[config.mk]
export PLATFORM = sky130hd
export DESIGN_NAME = speech_word_sequencer
export DESIGN_NICKNAME = d
export VERILOG_FILES = /design/src/rtl/speech_word_sequencer.sv
export SDC_FILE = /design/constraint.sdc
export NUM_CORES = 1
export LEC_CHECK = 0
export CELL_PAD_IN_SITES_DETAIL_PLACEMENT = 0
export CELL_PAD_IN_SITES_GLOBAL_PLACEMENT = 1
export CORE_UTILIZATION = 30
export CTS_CLUSTER_SIZE = 30
export DETAILED_ROUTE_END_ITERATION = 10
export PLACE_DENSITY = 0.58
export SYNTH_ARGS = -nofsm -noshare
export SYNTH_HDL_FRONTEND = slang
export SYNTH_SLANG_ARGS = --single-unit
[constraint.sdc]
create_clock -name clk -period 8.35 [get_ports clk]
set_clock_uncertainty 0.1 [all_clocks]
set_input_delay 1.67 -clock clk [delete_from_list [all_inputs] [get_ports clk]]
set_output_delay 1.67 -clock clk [all_outputs]
set_load 0.02 [all_outputs]
[src/rtl/speech_word_sequencer.sv]
`default_nettype none
// ============================================================================
// Module      : speech_word_sequencer
// Description : Queues spoken-word codes, resolves each through a lookup ROM
//               and plays them one at a time with a silence gap between words.
//               Optional flush input enabled by defining SEQ_FLUSH_EN.
// Revision    : 1.0 - initial release
// ============================================================================
module speech_word_sequencer #(
  parameter int CODE_W       = 5,
  parameter int FIFO_DEPTH   = 8,
  parameter int GAP_CYCLES   = 2500,
  parameter int BUSY_TIMEOUT = 16
) (
  input  logic                          clk,
  input  logic                          reset,
  input  logic [CODE_W-1:0]             word_code,
  input  logic                          word_valid,
  output logic                          word_ready,
  output logic [CODE_W-1:0]             lut_index,
  input  logic [23:0]                   lut_start_addr,
  input  logic [23:0]                   lut_end_addr,
  output logic [23:0]                   start_address,
  output logic [23:0]                   end_address,
  output logic                          play_start,
  input  logic                          play_finish,
  input  logic                          clear_error,
`ifdef SEQ_FLUSH_EN
  input  logic                          flush,
`endif
  output logic [$clog2(FIFO_DEPTH):0]   fifo_level,
  output logic                          seq_busy,
  output logic                          seq_error
);

  localparam int c_ptr_w   = $clog2(FIFO_DEPTH);
  localparam int c_lvl_w   = c_ptr_w + 1;
  localparam int c_cnt_max = (GAP_CYCLES > BUSY_TIMEOUT) ? GAP_CYCLES : BUSY_TIMEOUT;
  localparam int c_cnt_w   = $clog2(c_cnt_max + 1);
  localparam logic [c_lvl_w-1:0] c_full      = c_lvl_w'(FIFO_DEPTH);
  localparam logic [c_cnt_w-1:0] c_busy_last = c_cnt_w'(BUSY_TIMEOUT - 1);
  localparam logic [c_cnt_w-1:0] c_gap_last  = c_cnt_w'((GAP_CYCLES == 0) ? 0 : GAP_CYCLES - 1);
  localparam bit                 c_no_gap    = (GAP_CYCLES == 0);

  typedef enum logic [2:0] {
    ST_IDLE   = 3'd0,
    ST_LOOKUP = 3'd1,
    ST_START  = 3'd2,
    ST_BUSY   = 3'd3,
    ST_GAP    = 3'd4
  } state_t;

  state_t               r_state;
  state_t               w_state_next;
  logic [CODE_W-1:0]    r_mem [FIFO_DEPTH];
  logic [c_ptr_w-1:0]   r_wr_ptr;
  logic [c_ptr_w-1:0]   r_rd_ptr;
  logic [c_lvl_w-1:0]   r_level;
  logic [c_cnt_w-1:0]   r_cnt;
  logic [CODE_W-1:0]    r_lut_index;
  logic [23:0]          r_start;
  logic [23:0]          r_end;
  logic                 r_play_start;
  logic                 r_error;
  logic                 r_skip_gap;
  logic                 w_flush;
  logic                 w_empty;
  logic                 w_push;
  logic                 w_pop;
  logic                 w_err_set;
  logic                 w_skip_gap;

`ifdef SEQ_FLUSH_EN
  assign w_flush = flush;
`else
  assign w_flush = 1'b0;
`endif

  assign w_empty    = (r_level == '0);
  assign word_ready = (r_level != c_full);
  assign w_push     = word_valid && word_ready && !w_flush;
  // A flush seen during the current word's playback removes its trailing gap.
  assign w_skip_gap = c_no_gap || r_skip_gap || w_flush;

  always_ff @(posedge clk or posedge reset) begin
    if (reset) r_state <= ST_IDLE;
    else       r_state <= w_state_next;
  end

  always_comb begin
    w_state_next = r_state;
    w_pop        = 1'b0;
    w_err_set    = 1'b0;
    case (r_state)
      ST_IDLE: begin
        if (!w_empty && !w_flush) begin
          w_pop        = 1'b1;
          w_state_next = ST_LOOKUP;
        end
      end
      ST_LOOKUP: begin
        if (lut_end_addr < lut_start_addr) begin
          w_err_set    = 1'b1;
          w_state_next = ST_IDLE;
        end else begin
          w_state_next = ST_START;
        end
      end
      ST_START: begin
        if (!play_finish) begin
          w_state_next = ST_BUSY;
        end else if (r_cnt == c_busy_last) begin
          w_err_set    = 1'b1;
          w_state_next = w_skip_gap ? ST_IDLE : ST_GAP;
        end
      end
      ST_BUSY: begin
        if (play_finish) w_state_next = w_skip_gap ? ST_IDLE : ST_GAP;
      end
      ST_GAP: begin
        if (w_skip_gap || (r_cnt == c_gap_last)) w_state_next = ST_IDLE;
      end
      default: w_state_next = ST_IDLE;
    endcase
  end

  always_ff @(posedge clk) begin
    if (w_push) r_mem[r_wr_ptr] <= word_code;
  end

  always_ff @(posedge clk or posedge reset) begin
    if (reset) begin
      r_wr_ptr     <= '0;
      r_rd_ptr     <= '0;
      r_level      <= '0;
      r_lut_index  <= '0;
      r_start      <= '0;
      r_end        <= '0;
      r_play_start <= 1'b0;
      r_cnt        <= '0;
      r_error      <= 1'b0;
      r_skip_gap   <= 1'b0;
    end else begin
      if (w_flush) begin
        r_rd_ptr <= r_wr_ptr;
        r_level  <= '0;
      end else begin
        if (w_push) r_wr_ptr <= r_wr_ptr + 1'b1;
        if (w_pop)  r_rd_ptr <= r_rd_ptr + 1'b1;
        case ({w_push, w_pop})
          2'b10:   r_level <= r_level + 1'b1;
          2'b01:   r_level <= r_level - 1'b1;
          default: ;
        endcase
      end

      if (w_pop) r_lut_index <= r_mem[r_rd_ptr];

      if (r_state == ST_LOOKUP) begin
        r_start <= lut_start_addr;
        r_end   <= lut_end_addr;
      end

      r_play_start <= (w_state_next == ST_START);

      // One counter serves both the START timeout and the GAP length.
      if ((w_state_next == r_state) && ((r_state == ST_START) || (r_state == ST_GAP)))
        r_cnt <= r_cnt + 1'b1;
      else
        r_cnt <= '0;

      if (w_err_set)        r_error <= 1'b1;
      else if (clear_error) r_error <= 1'b0;

      if (r_state == ST_IDLE)                      r_skip_gap <= 1'b0;
      else if (w_flush && (r_state != ST_LOOKUP))  r_skip_gap <= 1'b1;
    end
  end

  assign lut_index     = r_lut_index;
  assign start_address = r_start;
  assign end_address   = r_end;
  assign play_start    = r_play_start;
  assign fifo_level    = r_level;
  assign seq_busy      = (r_state != ST_IDLE) || !w_empty;
  assign seq_error     = r_error;

endmodule
`default_nettype wire

Fig. 1: run 1, placed cells, one colour a class
Bar = 50 um.
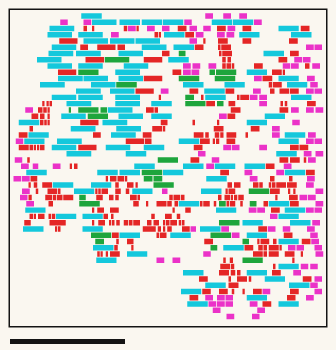
Cyan stands for sequential cells, cells 120, share of their area 44%. Red stands for combinational and other logic, cells 280, share of their area 31%. Green stands for clock drivers and dummy loads, cells 32, share of their area 8.1%. Magenta stands for remaining buffers and delay cells, cells 121, share of their area 17%.

Fig. 2: run 1, wire density map
Bar = 50 um. 27 x 27 tiles, from dark purple (low) to yellow (high), scaled to the fullest tile. Values are wire area over tile area, all layers added.
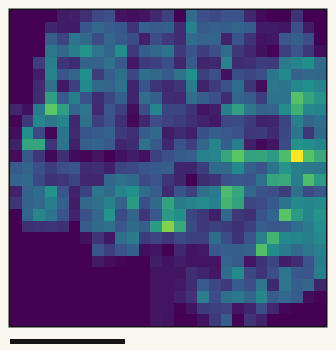
5.9% of the tiles are over half the peak. The emptiest ninth of the die: bottom left. The fullest tile reaches 0.47.

==> results.cfg, run 1 <==
; implementation run metrics
[global_route]
met1_usage_pct = 18.2
grt_max_degree = 81
grt_remaining_overflow = 0
grt_use_met2_pct = 21.4
global_route.peak_usage_layer = met2
grt_pass1_vias = 3712
use_met3_pct = 4.38

[yosys]
synth-edff-count = 40
synth_flop_count = 120
synth.cell_area_sq_um = 5490
post_synth_inst_count = 412
synth_async_sr_flop_share_pct = 66.7
synth_area_leader_cell = sky130_fd_sc_hd__dfrtp_1
average_size_of_a_mapped_cell_sq_um = 13.3
postSynthNetCount = 500
ys_types = 45

[layout]
antenna_cells = 0
most-common-layout-cells = sky130_fd_sc_hd__clkdlybuf4s50_1 (118), sky130_fd_sc_hd__dfrtp_1 (80), sky130_fd_sc_hd__mux2_2 (50)
layout_top_cell = sky130_fd_sc_hd__clkdlybuf4s50_1
number_of_nets_in_the_finished_design = 628

[placed_design]
placement.setup.worst_slack_ns = 4.18
io_buffer_count = 118
detailed_place_hpwl_um = 8720

[drt]
antenna_violating_nets_post_route = 0
m1WireLength_um = 5790
routed_wire_length_per_instance_um = 15.7
post_drt_via_cell_ratio = 4.63
drt_first_iter_violations = 169
met2_layer_wire_length_in_the_routed_design_um = 5490
route.vias.total = 3617
post-route-drc-count = 0

[floorplanning]
die_width_um = 137
ios = 119

[min_path]
worstHoldStart = r_cnt[0]

[setup_path]
crit_type = flip-flop to primary output
crit_path_top_delay_cell = sky130_fd_sc_hd__nor4_1
worstSetupEndpointType = primary output
cp_data_required_time_ns = 6.58
reg2reg_setup_slack_ns = 5.47
worst_r2r_startpoint = fifo_level[1]

[final_timing]
finalWorstSetupSlack_ns = 4.27
timing.final.crit_share_pct = 48.8
final-setup-viol-count = 0

[status]
outcome = completed

[clock_network]
numCtsBuffers = 17
cts.htree.levels = 4
tritoncts_clock_tree = yes
max-clock-path-buffers = 2

[power_and_ir_drop]
pwr_density_cell_nw_per_um2 = 376
Fig. 3: run 1, nets reached from selected ports
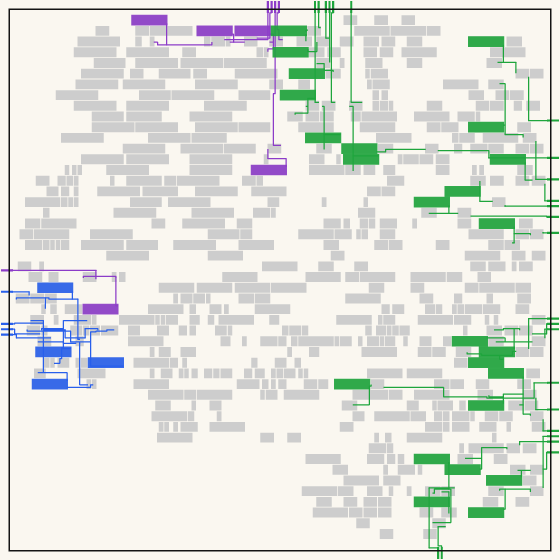
Green stands for start_address, bits 24, direction output, end cells 24, buffers 24, wire 623 um. Purple stands for lut_index, bits 5, direction output, end cells 5, buffers 5, wire 159 um. Blue stands for fifo_level, bits 4, direction output, end cells 4, buffers 4, wire 209 um.

==> run 1: worst max-delay path: cells and delay by family (launching register included) <==
family | cells | cell delay (ns)
buffers and inverters | 1 | 0.59
flip-flops | 1 | 0.44
AND/OR/NAND/NOR | 2 | 0.86
==> run 1: power by group <==
part	internal (W)	total [W]	switching [W]
registers	0.000816	0.000964	0.000148
clock network	0.000422	0.000719	0.000296
logic	0.000599	0.00114	0.000541
total	0.00184	0.00282	0.000985
==> run 1: registers in the layout, summed over array words and instances (netlist names) <==
signal and cells:
r_mem 40, end_address 24, start_address 24, r_cnt 12
lut_index 5, fifo_level 4, r_rd_ptr 3, r_state 3
r_wr_ptr 3, play_start 1, seq_error 1
==> run 1: how the worst max path moves through the flow <==
stage | depth (start not counted) | endpoint | slack (ns) | startpoint
global placement | 8 | seq_error | 4.29 | lut_start_addr[23]
finish | 3 | seq_busy | 4.27 | fifo_level[1]
global route | 3 | seq_busy | 4.16 | fifo_level[0]
detailed placement | 8 | seq_error | 4.18 | lut_start_addr[23]
CTS | 3 | seq_busy | 4.22 | fifo_level[1]
floorplan | 1 | end_address[0] | 4.53 | reset
==> run 1: stage by stage <==
step	power [W]	area, sq um	util, %
finish	0.00282	7510	41.8
floorplan	0.00166	5490	-
global placement	0.00211	6930	38.6
global route	0.00301	7510	41.8
detailed placement	0.00213	6930	38.6
CTS	0.00287	7510	41.8
==> run 1: layout make-up <==
cell class                 instances  area share (%)
tap                              229            3.82
timing repair buffer             121            16.0
clock inverter                    15            2.08
multi-input combinational        248            28.1
sequential                       120            42.7
clock buffer                      17            5.67
inverter                          32            1.62
Fig. 4: run 1, cell sizes after repair
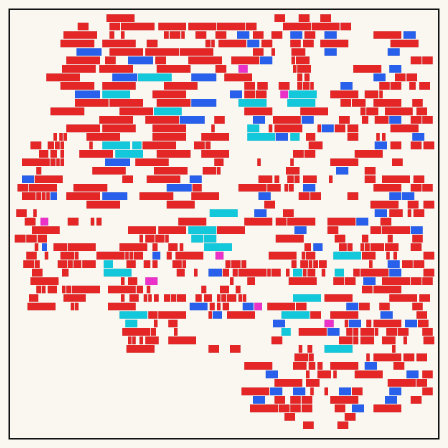

==> inputs of run 2 (changes only) <==
--- a/config.mk
+++ b/config.mk
@@ -10,7 +10,7 @@
 export CORE_UTILIZATION = 30
 export CTS_CLUSTER_SIZE = 30
 export DETAILED_ROUTE_END_ITERATION = 10
-export PLACE_DENSITY = 0.58
+export PLACE_DENSITY = 0.6
 export SYNTH_ARGS = -nofsm -noshare
 export SYNTH_HDL_FRONTEND = slang
 export SYNTH_SLANG_ARGS = --single-unit
==> constraint.sdc (replaced) <==
create_clock -name clk -period 3.4 [get_ports clk]
set_clock_uncertainty 0.1 [all_clocks]
set_input_delay 0.68 -clock clk [delete_from_list [all_inputs] [get_ports clk]]
set_output_delay 0.68 -clock clk [all_outputs]
set_load 0.02 [all_outputs]
Fig. 5: run 2, cell sizes after repair
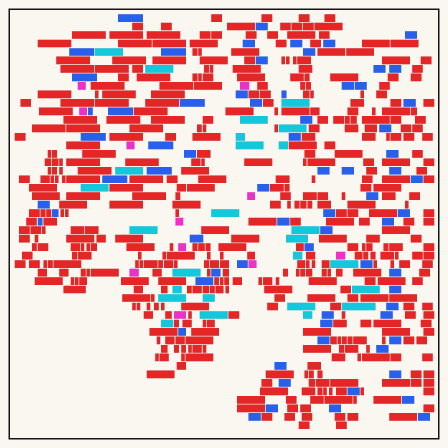
Blue stands for _2 cells, cells 70, share 13%. Magenta stands for _3 and _4 cells, cells 11, share 2.0%. Cyan stands for _6 and larger, cells 26, share 4.7%. Red stands for _0 and _1 cells, cells 450, share 81%.

==> results.cfg, run 2 <==
; implementation run metrics
[setup_path]
reg2reg_setup_slack_ns = 0.70
worst_setup_path_endpoint = seq_busy
timing.critical_path.from = fifo_level[1]
timing.critical_path.buf_inv = 1
crit_type = flip-flop to primary output
worst_r2r_startpoint = fifo_level[1]

[yosys]
average_size_of_a_mapped_cell_sq_um = 13.3
synth.cell_area_sq_um = 5490
post_synth_inst_count = 412
synth_area_leader_cell = sky130_fd_sc_hd__dfrtp_1
postSynthNetCount = 500

[global_route]
grt_remaining_overflow = 0
grt_max_degree = 52

[clock_network]
cts.htree.levels = 4
tritoncts_clock_tree = yes

[layout]
number_of_nets_in_the_finished_design = 632
antenna_cells = 0
largest_reg_flops = 40
registers.top_by_ff_count = r_mem

[status]
outcome = completed

[final_timing]
timing.final.crit_share_pct = 91.8

[floorplanning]
die_width_um = 137

[placed_design]
placement.setup.worst_slack_ns = 0.210
Fig. 6: run 2, nets reached from selected ports
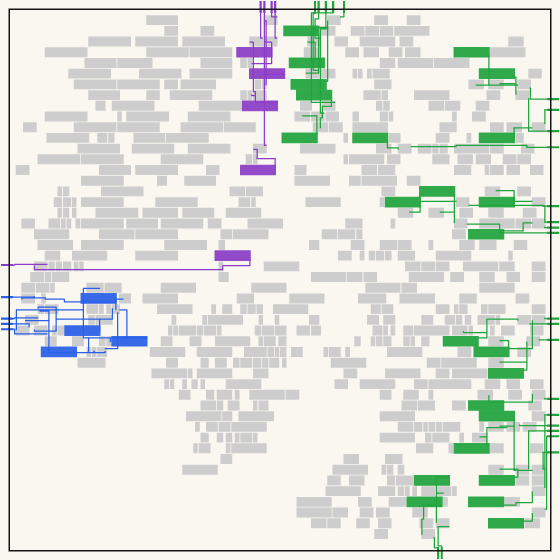
Green stands for start_address, bits 24, direction output, end cells 24, buffers 24, wire 586 um. Blue stands for fifo_level, bits 4, direction output, end cells 4, buffers 4, wire 210 um. Purple stands for lut_index, bits 5, direction output, end cells 5, buffers 5, wire 187 um.

## run 2: cell counts after synthesis
Identical to the previous run, type by type.
## run 2: worst min-delay path by stage
stage | start | end | cells after the start
2_1_floorplan | r_cnt[0] | r_cnt[0] | 1
3_3_place_gp | r_cnt[0] | r_cnt[0] | 1
3_5_place_dp | r_cnt[0] | r_cnt[0] | 1
4_1_cts | r_cnt[0] | r_cnt[0] | 1
5_1_grt | r_cnt[0] | r_cnt[0] | 1
6_report | r_cnt[0] | r_cnt[0] | 1
## run 2: cell type report
class | count | area [sq um] | share of cell area [%]
flip-flops and latches | 120 | 3200 | 42.5
multi-input cells | 248 | 2110 | 28.0
repair buffers | 125 | 1250 | 16.5
clock buffers | 18 | 429 | 5.69
well taps | 229 | 287 | 3.80
clock inverters | 14 | 140 | 1.86
inverters | 32 | 121 | 1.61
## run 2: through the flow
stage	hold slack, ns	utilization (%)	cell area [sq um]	total power, W
2_1_floorplan	0.330	-	5490	0.00407
6_report	0.375	42.0	7540	0.00691
3_5_place_dp	0.367	38.8	6970	0.00526
3_3_place_gp	0.350	38.8	6970	0.00519
4_1_cts	0.375	42.0	7540	0.00703
5_1_grt	0.412	42.0	7540	0.00736
## run 2: where the power goes
| group | total (W) | switching (W) | internal [W] | leakage (nW) |
|---|---|---|---|---|
| Sequential | 0.00238 | 0.000375 | 0.00201 | 1.33 |
| Combinational | 0.00280 | 0.00132 | 0.00148 | 1.45 |
| Clock | 0.00173 | 0.000708 | 0.00103 | 0.280 |
| Total | 0.00691 | 0.00240 | 0.00451 | 3.06 |
## run 2: per-layer routing
layer | part of all wire, % | GRT usage (%)
met3 | 6.1 | 3.83
met1 | 47 | 18.4
met5 | 0 | 0
met4 | 1.3 | 5.37
met2 | 46 | 22.5
Fig. 7: run 2, placed cells, one colour a class
Bar = 50 um.
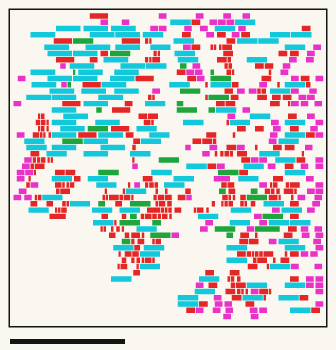

==> inputs of run 3 (changes only) <==
--- a/config.mk
+++ b/config.mk
@@ -10,7 +10,7 @@
 export CORE_UTILIZATION = 30
 export CTS_CLUSTER_SIZE = 30
 export DETAILED_ROUTE_END_ITERATION = 10
-export PLACE_DENSITY = 0.6
+export PLACE_DENSITY = 0.58
 export SYNTH_ARGS = -nofsm -noshare
 export SYNTH_HDL_FRONTEND = slang
 export SYNTH_SLANG_ARGS = --single-unit
==> constraint.sdc (replaced) <==
create_clock -name clk -period 3 [get_ports clk]
set_clock_uncertainty 0.1 [all_clocks]
set_input_delay 0.6 -clock clk [delete_from_list [all_inputs] [get_ports clk]]
set_output_delay 0.6 -clock clk [all_outputs]
set_load 0.02 [all_outputs]
Fig. 8: run 3, placed cells, one colour a class
Bar = 50 um.
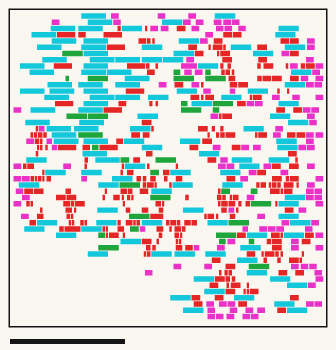
Red stands for combinational and other logic, cells 280, share of their area 31%. Cyan stands for sequential cells, cells 120, share of their area 44%. Magenta stands for remaining buffers and delay cells, cells 128, share of their area 17%. Green stands for clock drivers and dummy loads, cells 32, share of their area 8.0%.

==> results.cfg, run 3 <==
; implementation run metrics
[drt]
post-route-drc-count = 0
route.vias.total = 3700
antenna_violating_nets_post_route = 0
routed_wire_length_per_instance_um = 16.1

[layout]
largest_reg_flops = 40
antenna_cells = 0
utilization_pct = 42.2
fin_area_sq_um = 7570
number_of_nets_in_the_finished_design = 635

[yosys]
synth_area_leader_cell = sky130_fd_sc_hd__dfrtp_1
postSynthNetCount = 500
synth_async_sr_flop_share_pct = 66.7
synth.cell_area_sq_um = 5490
ys_types = 45
synth-edff-count = 40
average_size_of_a_mapped_cell_sq_um = 13.3

[clock_network]
numCtsBuffers = 17
cts.htree.levels = 4
tritoncts_clock_tree = yes

[final_timing]
timing.final.crit_share_pct = 94.1
final-setup-viol-count = 0
whs_ns = 0.385

[power_and_ir_drop]
pwr_density_cell_nw_per_um2 = 1040
pwr-share-clk_pct = 25.5
p_comb_share_pct = 40.4
sw_frac_of_total_pct = 35.0
share_seq_of_total_power_pct = 34.1
final_power_w = 0.00789
intPower_w = 0.00513

[setup_path]
crit_type = flip-flop to primary output
cp_data_required_time_ns = 2.30
timing.critical_path.buf_inv = 2
top_delay_family_on_crit_path = buffers and inverters
worstSetupEndpointType = primary output

[placed_design]
io_buffer_count = 118
dpl-instance-area_sq_um = 6990
placement.setup.worst_slack_ns = 0.00704

[global_route]
grt_remaining_overflow = 0
grt_pass1_vias = 3837

[floorplanning]
ios = 119
die_width_um = 137

[status]
outcome = completed
Fig. 9: run 3, nets reached from selected ports
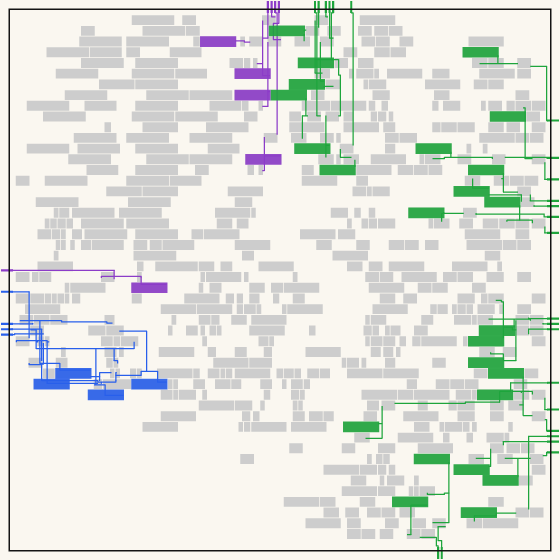
Blue stands for fifo_level, bits 4, direction output, end cells 4, buffers 4, wire 261 um. Purple stands for lut_index, bits 5, direction output, end cells 5, buffers 5, wire 153 um. Green stands for start_address, bits 24, direction output, end cells 24, buffers 24, wire 592 um.

==> run 3: cell counts after synthesis <==
No cell type changed its count.
==> run 3: logic make-up (layout without fill, tap and decap cells) <==
logic type,count (synthesis),count (layout),share of synthesized area (%)
AOI/OAI and AO/OA,42,42,4.93
buffers and inverters,44,192,3.33
and+or+nand+nor,94,94,8.37
muxes,65,65,15.3
adders and majority gates,30,30,6.98
DFF,120,120,58.4
xor gates and xnor gates,17,17,2.71
==> run 3: layout make-up <==
cell class	instances	area, sq um	share of cell area (%)
sequential	120	3200	42.3
multi-input combinational	248	2110	27.9
timing repair buffer	128	1270	16.8
clock buffer	17	425	5.62
tap	229	287	3.78
clock inverter	15	156	2.07
inverter	32	121	1.60
==> run 3: power by group through the flow <==
stage / Combinational (W) / Clock (W) / Sequential (W)
after floorplan: 0.00154 / 0 / 0.00307
after detailed placement: 0.00324 / 0 / 0.00274
after CTS: 0.00325 / 0.00207 / 0.00271
after global placement: 0.00321 / 0 / 0.00271
final: 0.00319 / 0.00201 / 0.00269
after global routing: 0.00348 / 0.00215 / 0.00278
==> run 3: routing by layer <==
metal  track usage, %  up-vias  share of wire (%)
li1                 -     1769                  -
met2             23.0      120                 46
met5                0        -                  0
met4             5.62        0                1.5
met3             4.49       17                7.1
met1             18.6     1794                 45
==> run 3: worst paths after layout <==
check	from	to	slack, ns	cells after the start
setup / recovery	fifo_level[1]	seq_busy	0.18	4
hold / removal	r_cnt[0]	r_cnt[0]	0.38	1
setup reg to reg	fifo_level[1]	fifo_level[3]	0.38	10
hold reg to reg	r_cnt[0]	r_cnt[0]	0.38	1
max in group asynchronous	reset	r_cnt[2]	1.72	3
min in group asynchronous	reset	r_wr_ptr[2]	0.44	2
No activity file was given, so power comes from the tool's default toggle rates.
